**config.mk**
```make
export PLATFORM = sky130hd
export DESIGN_NAME = mem_access_stage_flat
export DESIGN_NICKNAME = d
export VERILOG_FILES = /design/src/rtl/mem_access_stage_pkg.sv /design/src/rtl/mem_access_stage_if.sv /design/src/rtl/mem_access_stage_byte_lane_align.sv /design/src/rtl/mem_access_stage.sv /design/src/flat_wrapper.sv
export SDC_FILE = /design/constraint.sdc
export NUM_CORES = 1
export LEC_CHECK = 0
export CAP_MARGIN = 30
export CORE_ASPECT_RATIO = 0.6
export CORE_MARGIN = 2
export CORE_UTILIZATION = 42
export DETAILED_ROUTE_END_ITERATION = 10
export GPL_TIMING_DRIVEN = 0
export PLACE_DENSITY = 0.8
export SLEW_MARGIN = 20
export SYNTH_ARGS = -nofsm -noshare
export SYNTH_HDL_FRONTEND = slang
export SYNTH_SLANG_ARGS = --single-unit
```
**constraint.sdc**
```tcl
create_clock -name clk -period 2.6 [get_ports clk]
set_input_delay 0.78 -clock clk [delete_from_list [all_inputs] [get_ports clk]]
set_output_delay 0.78 -clock clk [all_outputs]
set_load 0.01 [all_outputs]
```
**src/rtl/mem_access_stage_pkg.sv**
```systemverilog
// Shared definitions for the memory-access stage: FSM encoding,
// byte-enable constants and the data width the lane logic is built for.
package mem_access_stage_pkg;

    // Byte-lane logic below assumes exactly two 8-bit lanes.
    localparam int DATA_W = 16;

    localparam logic [1:0] BE_WORD = 2'b11;
    localparam logic [1:0] BE_LO   = 2'b01;
    localparam logic [1:0] BE_HI   = 2'b10;

    typedef enum logic [1:0] {
        IDLE = 2'd0,
        WAIT = 2'd1,
        DONE = 2'd2
    } state_t;

    // Byte enables for an access of the given size at the given byte offset.
    function automatic logic [1:0] lane_be(input logic is_byte, input logic lsb);
        if (!is_byte) begin
            return BE_WORD;
        end
        return lsb ? BE_HI : BE_LO;
    endfunction

endpackage

```
**src/rtl/mem_access_stage_if.sv**
```systemverilog
// Data-memory bus between the memory-access stage (master) and data memory
// (slave).
//
// Handshake: the master raises mem_req together with mem_we, mem_addr,
// mem_be and mem_wdata, and holds all of them stable until the slave returns
// a single-cycle mem_ack. For a read, mem_rdata is valid only in the mem_ack
// cycle. The master drops mem_req on the edge that samples mem_ack; mem_ack
// seen while mem_req is low carries no meaning and is ignored.
interface mem_access_stage_if;
    import mem_access_stage_pkg::*;

    logic              mem_req;
    logic              mem_we;
    logic [14:0]       mem_addr;
    logic [1:0]        mem_be;
    logic [DATA_W-1:0] mem_wdata;
    logic [DATA_W-1:0] mem_rdata;
    logic              mem_ack;

    modport master (
        output mem_req,
        output mem_we,
        output mem_addr,
        output mem_be,
        output mem_wdata,
        input  mem_rdata,
        input  mem_ack
    );

    modport slave (
        input  mem_req,
        input  mem_we,
        input  mem_addr,
        input  mem_be,
        input  mem_wdata,
        output mem_rdata,
        output mem_ack
    );

endinterface

```
**src/rtl/mem_access_stage_byte_lane_align.sv**
```systemverilog
// Combinational byte-lane alignment, little-endian (offset 0 = low byte).
// Store side: byte stores replicate the low byte onto both lanes and enable
// only the addressed lane. Load side: byte loads return the addressed lane
// zero-extended; sign extension is left to writeback.
module byte_lane_align
    import mem_access_stage_pkg::*;
(
    input  logic              st_lsb,
    input  logic              st_byte,
    input  logic [DATA_W-1:0] st_data,
    output logic [DATA_W-1:0] st_wdata,
    output logic [1:0]        st_be,
    input  logic              ld_lsb,
    input  logic              ld_byte,
    input  logic [DATA_W-1:0] ld_rdata,
    output logic [DATA_W-1:0] ld_data
);

    // Store replication and byte-enable generation.
    always_comb begin
        st_wdata = st_data;
        st_be    = lane_be(st_byte, st_lsb);
        if (st_byte) begin
            st_wdata = {st_data[7:0], st_data[7:0]};
        end
    end

    // Load lane extraction.
    always_comb begin
        ld_data = ld_rdata;
        if (ld_byte) begin
            ld_data = {8'h00, (ld_lsb ? ld_rdata[15:8] : ld_rdata[7:0])};
        end
    end

endmodule

```
**src/rtl/mem_access_stage.sv**
```systemverilog
// Memory-access stage: turns EX/MEM load/store requests into a req/ack
// access on the data-memory bus, aligns byte lanes, and holds the pipeline
// with stall until the access finishes or times out.
// Optional build macro: MEM_MISALIGN_TRAP_EN (trap misaligned word accesses
// instead of issuing them).
module mem_access_stage
    import mem_access_stage_pkg::*;
#(
    parameter int TIMEOUT_CYCLES = 15
) (
    input  logic                     clk,
    input  logic                     rst,
    input  logic                     memRead,
    input  logic                     memWrite,
    input  logic                     storeByte,
    input  logic                     loadByte,
    input  logic [15:0]              addr_IN,
    input  logic [DATA_W-1:0]        storeData_IN,
    mem_access_stage_if.master       bus,
    output logic                     stall,
    output logic [DATA_W-1:0]        readData_OUT,
    output logic                     mem_err,
    output state_t                   state_dbg
);

    localparam int CNT_W = $clog2(TIMEOUT_CYCLES + 1);
    localparam logic [CNT_W-1:0] CNT_LAST = CNT_W'(TIMEOUT_CYCLES - 1);

    state_t           state, state_nx;
    logic [CNT_W-1:0] cnt;

    // Per-access attributes captured at issue; EX/MEM is frozen meanwhile,
    // but latching keeps the load path independent of upstream behaviour.
    logic op_load, op_byte, op_lsb;

    logic access_req, is_byte, misalign;
    logic start_acc, fin_ack, fin_timeout, fin_trap;

    logic [DATA_W-1:0] al_wdata, al_rdata;
    logic [1:0]        al_be;

    // A write wins when both strobes are set, so size follows the store flag.
    assign access_req = memRead | memWrite;
    assign is_byte    = memWrite ? storeByte : loadByte;

`ifdef MEM_MISALIGN_TRAP_EN
    assign misalign = access_req & ~is_byte & addr_IN[0];
`else
    assign misalign = 1'b0;
`endif

    assign state_dbg = state;

    byte_lane_align u_align (
        .st_lsb   (addr_IN[0]),
        .st_byte  (is_byte),
        .st_data  (storeData_IN),
        .st_wdata (al_wdata),
        .st_be    (al_be),
        .ld_lsb   (op_lsb),
        .ld_byte  (op_byte),
        .ld_rdata (bus.mem_rdata),
        .ld_data  (al_rdata)
    );

    // FSM state register.
    always_ff @(posedge clk or posedge rst) begin
        if (rst) begin
            state <= IDLE;
        end else begin
            state <= state_nx;
        end
    end

    // Next state, stall and the one-cycle event strobes for the datapath.
    always_comb begin
        state_nx    = state;
        stall       = 1'b0;
        start_acc   = 1'b0;
        fin_ack     = 1'b0;
        fin_timeout = 1'b0;
        fin_trap    = 1'b0;
        case (state)
            IDLE: begin
                if (access_req) begin
                    stall = 1'b1;
                    if (misalign) begin
                        fin_trap = 1'b1;
                        state_nx = DONE;
                    end else begin
                        start_acc = 1'b1;
                        state_nx  = WAIT;
                    end
                end
            end
            WAIT: begin
                stall = 1'b1;
                // Ack takes priority over a timeout in the same cycle.
                if (bus.mem_ack) begin
                    fin_ack  = 1'b1;
                    state_nx = DONE;
                end else if (cnt == CNT_LAST) begin
                    fin_timeout = 1'b1;
                    state_nx    = DONE;
                end
            end
            DONE: begin
                // One stall-free cycle; the pending request is not reissued.
                state_nx = IDLE;
            end
            default: begin
                state_nx = IDLE;
            end
        endcase
        // Reset releases the pipeline immediately.
        if (rst) begin
            stall = 1'b0;
        end
    end

    // Bus request fields, result register, error pulse and timeout counter.
    always_ff @(posedge clk or posedge rst) begin
        if (rst) begin
            bus.mem_req   <= 1'b0;
            bus.mem_we    <= 1'b0;
            bus.mem_addr  <= '0;
            bus.mem_be    <= '0;
            bus.mem_wdata <= '0;
            readData_OUT  <= '0;
            mem_err       <= 1'b0;
            cnt           <= '0;
            op_load       <= 1'b0;
            op_byte       <= 1'b0;
            op_lsb        <= 1'b0;
        end else begin
            mem_err <= 1'b0;
            if (start_acc) begin
                bus.mem_req   <= 1'b1;
                bus.mem_we    <= memWrite;
                bus.mem_addr  <= addr_IN[15:1];
                bus.mem_be    <= al_be;
                bus.mem_wdata <= al_wdata;
                cnt           <= '0;
                op_load       <= memRead & ~memWrite;
                op_byte       <= loadByte;
                op_lsb        <= addr_IN[0];
            end
            if (state == WAIT && !fin_ack && !fin_timeout) begin
                cnt <= cnt + CNT_W'(1);
            end
            if (fin_ack) begin
                bus.mem_req  <= 1'b0;
                readData_OUT <= op_load ? al_rdata : '0;
            end
            if (fin_timeout) begin
                bus.mem_req  <= 1'b0;
                readData_OUT <= '0;
                mem_err      <= 1'b1;
            end
            if (fin_trap) begin
                readData_OUT <= '0;
                mem_err      <= 1'b1;
            end
        end
    end

endmodule

```
**src/flat_wrapper.sv**
```systemverilog
// flat-port wrapper written by rule: the top's interface ports become plain ports
module mem_access_stage_flat import mem_access_stage_pkg::*;
#(
    parameter int TIMEOUT_CYCLES = 15
)
  (clk, rst, memRead, memWrite, storeByte, loadByte, addr_IN, storeData_IN, stall, readData_OUT, mem_err, state_dbg, bus_mem_req, bus_mem_we, bus_mem_addr, bus_mem_be, bus_mem_wdata, bus_mem_rdata, bus_mem_ack);
  mem_access_stage_if bus_i ();
  input  logic clk;
  input  logic rst;
  input  logic memRead;
  input  logic memWrite;
  input  logic storeByte;
  input  logic loadByte;
  input  logic [15:0] addr_IN;
  input  logic [DATA_W-1:0] storeData_IN;
  output logic stall;
  output logic [DATA_W-1:0] readData_OUT;
  output logic mem_err;
  output state_t state_dbg;
  output wire logic [$bits(bus_i.mem_req)-1:0] bus_mem_req;
  output wire logic [$bits(bus_i.mem_we)-1:0] bus_mem_we;
  output wire logic [$bits(bus_i.mem_addr)-1:0] bus_mem_addr;
  output wire logic [$bits(bus_i.mem_be)-1:0] bus_mem_be;
  output wire logic [$bits(bus_i.mem_wdata)-1:0] bus_mem_wdata;
  input wire logic [$bits(bus_i.mem_rdata)-1:0] bus_mem_rdata;
  input wire logic [$bits(bus_i.mem_ack)-1:0] bus_mem_ack;
  assign bus_mem_req = bus_i.mem_req;
  assign bus_mem_we = bus_i.mem_we;
  assign bus_mem_addr = bus_i.mem_addr;
  assign bus_mem_be = bus_i.mem_be;
  assign bus_mem_wdata = bus_i.mem_wdata;
  assign bus_i.mem_rdata = bus_mem_rdata;
  assign bus_i.mem_ack = bus_mem_ack;
  mem_access_stage #(.TIMEOUT_CYCLES(TIMEOUT_CYCLES)) u_core (.clk(clk), .rst(rst), .memRead(memRead), .memWrite(memWrite), .storeByte(storeByte), .loadByte(loadByte), .addr_IN(addr_IN), .storeData_IN(storeData_IN), .bus(bus_i), .stall(stall), .readData_OUT(readData_OUT), .mem_err(mem_err), .state_dbg(state_dbg));
endmodule
```
Fig. 1: clock wires, drivers and flops
Scale: 4 px per um.
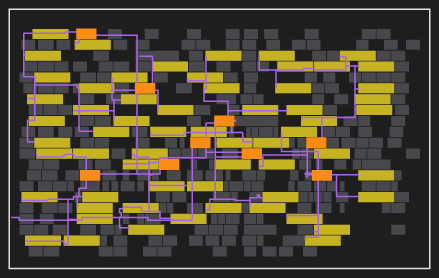
Key: purple = clock wires [length 763 um]; yellow = flip-flops [count 61]; orange = clock drivers [count 9]
There are 10 routed clock nets.

Fig. 2: metal 1
Scale: 3 px per um. Supply wires on this layer in gray.
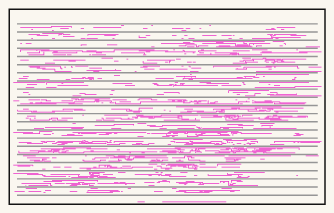
The wires run mostly horizontal. 310 nets have wire on it. The layer carries 2970 um of wire.

Fig. 3: clock routing
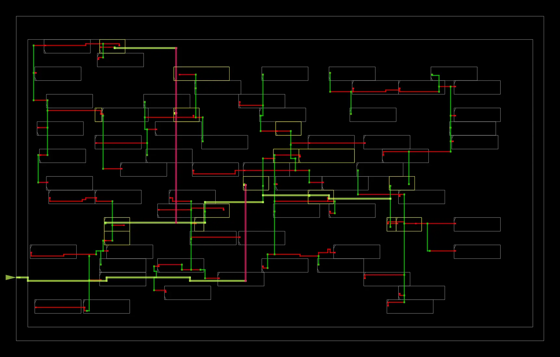
count of flip-flops and latches: 61
clock buffer count: 12
final setup skew: 0.00781 ns
number of buffers inserted during clock tree synthesis: 9
clock network power: 0.000948 W

==> results.ini <==
[setup_path]
critPathBufInv=2
crit_family=buffers and inverters
setup.worst_path.end_class=output port
worst_path_largest_cell_delay_ns=0.53
critical_path.endpoint=stall
r2r-end=u_core.readData_OUT[2]
cp_num_cells=4
critical_path_peak_fanout=2
critical_path.startpoint_type=primary input
cp_slowest_cell=clkdlybuf4s50_1
arrival_ns=1.67
worstSetupPathType=in -> out
reg2reg_setup_slack_ns=0.69
r2r.worst_path.cells=7
launching_instance_or_port_of_the_critical_path=memRead

[power_and_ir_drop]
maxPowerGroup=combinational logic
combPwrFrac_pct=44.9
pg_seq_w=0.00165
power.density_nw_per_um2=1180
ir_worst_vdd_mv=0.615
leakage_nw=1.72
pwr-share-clk_pct=20.1
p_seq_share_pct=35.0
post-layout-total-power_w=0.00471
power.share.switching_pct=31.1
logic_power_comb_w=0.00211
net-switching-power_w=0.00147

[yosys]
common_cells=dfrtp_1, mux2_2, mux2i_1
synth_adder_area_share_pct=0.978
syn_area_sq_um=2560
netlist.area_leader.share_pct=59.7
synth-compound-area-share_pct=11.9
post-synth-top-area-cell=dfrtp_1
yosys_area_sq_um=2560
topCombFamilyByArea=multiplexers
simple_gate_share_of_the_synthesized_area_pct=4.60
synth_cell_type_count=36
yosysWarningCount=0
synth.most_common_cell=dfrtp_1
synth_sequential_area_ratio_pct=59.7
mux_frac_synth_pct=19.5
post_synth_inst_count=185
count_of_flip_flops_with_a_built_in_enable_after_synthesis=0
mappedNetlistNets=242
synth.avg_cell_area_sq_um=13.8
area_leaders=dfrtp_1, mux2_2, mux2i_1
ys_seq_elements=61
synth-cells-yosys=185
yosys_most_used_dff=dfrtp_1
ys_sh_xor_pct=0.342
postSynth.asyncResetShare_pct=100

[route]
final_antenna_net_count=0
post_route_wl_um=6400
route.met3.wl_um=697
detailroute.wirelength.met2_um=2670
detail_route.iter0.violations=57
route.detailed.vias_per_inst=5.03
drt-wirelength-per-cell_um=16.4
detail_route.drc_violations=0
highest_metal_used=met4
route.vias.total=1967
met1Wirelength_um=2970
first_pass_iters=4

[cts]
cts_hold_buffers=0
tritoncts=built
clock_insertion_delay_worst_skew_ns=0.33
htree_levels=3
ctsLongestPathBuffers=2
clock_tree.root_cell=clkbuf_8
cts_num_sinks=61
cts_resized=2

[layout]
ff_latch_area_sq_um=1530
combGateArea_sq_um=960
stdcell_area_sq_um=4000
finalCoreUtilization_pct=69.8
finish.cell_count_without_fillers=391
largest_class=registers
most-common-layout-cells=clkdlybuf4s50_1, dfrtp_1, mux2_2
num-multi-input-gates=110
inverters_excl_clock=5
area.share.sequential_pct=38.2
area_growth_syn_to_layout_pct=56.2
sh_comb_area_pct=24.0
final_nets=363
drive_above_1_share_pct=17.7
num-fill-cells=440
signal_buffers=119
final-nonclk-buf-share_pct=29.1
area_share_clock_buf_inv_pct=5.64
antenna_cells=0
lay_top_count=clkdlybuf4s50_1

[final_timing]
hold_viol=0
grt_setup_unrepaired=false
fin_ws_ns=0.150
finalHoldWorstSlack_ns=0.487
layout_worst_path_cycle_share_pct=94.2
slew_worst_pin_ns=0.599
slew_headroom_pct=59.9
min_period_ns=2.45
setup_viol=0
final_max_slew_viol_count=0
highest_achievable_clock_rate_ghz=0.408
fin_setup_tns_ns=0

[die]
io-pin-count=110
die_width_um=105
die-area_sq_um=6750
core-area_sq_um=5730
tap_cells=80
num_rows=21

[global_routing]
gr-usage-met3_pct=10.3
use_met2_pct=28.6
grt_start_max_net_pins=39
gr-total-overflow=0
via_count_of_the_first_global_routing_pass=2014
global_route.usage.total_pct=20.3
globalRoute.busiestLayer=met2
grt_pass1_wl_um=10500
grt_antenna_before_repair=0
met1_usage_pct=27.7

[placed_design]
dp_hpwl_um=4850
place.port_buffers=109
gpl.final_weighted_congestion=0.757
place_ws_ns=-0.439
place.detailed.instances=375
placedInstanceArea_sq_um=3770

[flow_run]
stage_log_warnings=27
drv.max_cap_violation_count=0

[worst_hold_path]
worst_hold_path.endpoint=u_core.readData_OUT[3]
hold-path-cell-count=1
holdCritPathClass=reg -> reg
hold_path.startpoint=u_core.readData_OUT[3]

[run_status]
outcome=finished, final reports clean

Fig. 4: cell area per tile
Scale: 4 px per um. 10 x 6 tiles, from white (low) to dark blue (high), 0 to 100% covered.
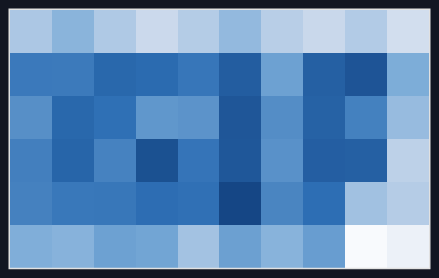
The mean over all tiles is 58%. The fullest tile reaches 91%. The emptiest ninth of the die: lower right. 27% of the tiles are over 75% full.

Fig. 5: met3 routing
Scale: 6 px per um.
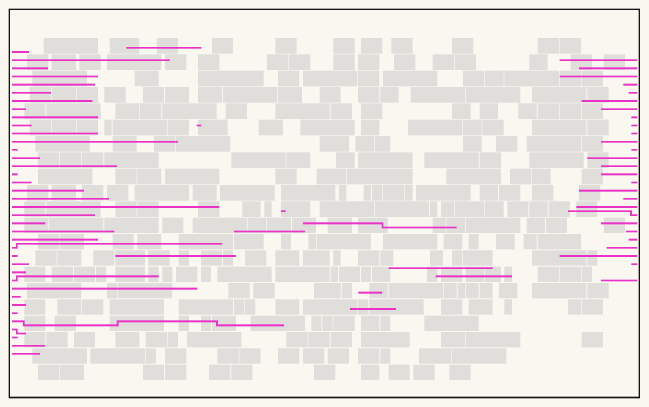
The layer holds 11% of the routed length. The layer carries 697 um of wire.

==> flip-flops by register name (all words and copies together) (netlist names) <==
signal	flops
u_core.bus.mem_be	2
u_core.bus.mem_wdata	16
u_core.op_load	1
u_core.op_byte	1
u_core.bus.mem_addr	15
u_core.state_dbg	2
u_core.mem_err	1
u_core.bus.mem_req	1
u_core.cnt	4
u_core.bus.mem_we	1
u_core.readData_OUT	16
u_core.op_lsb	1
==> worst reg2reg max path, stage by stage (launching register included) <==
cell and delay [ns]:
dfrtp_1 0.40, inv_1 0.06, ha_1 0.22, and3_1 0.18, clkbuf_1 0.16, o21ai_2 0.37
buf_2 0.29, o2bb2ai_1 0.14
Power and IR drop assume default switching activity.
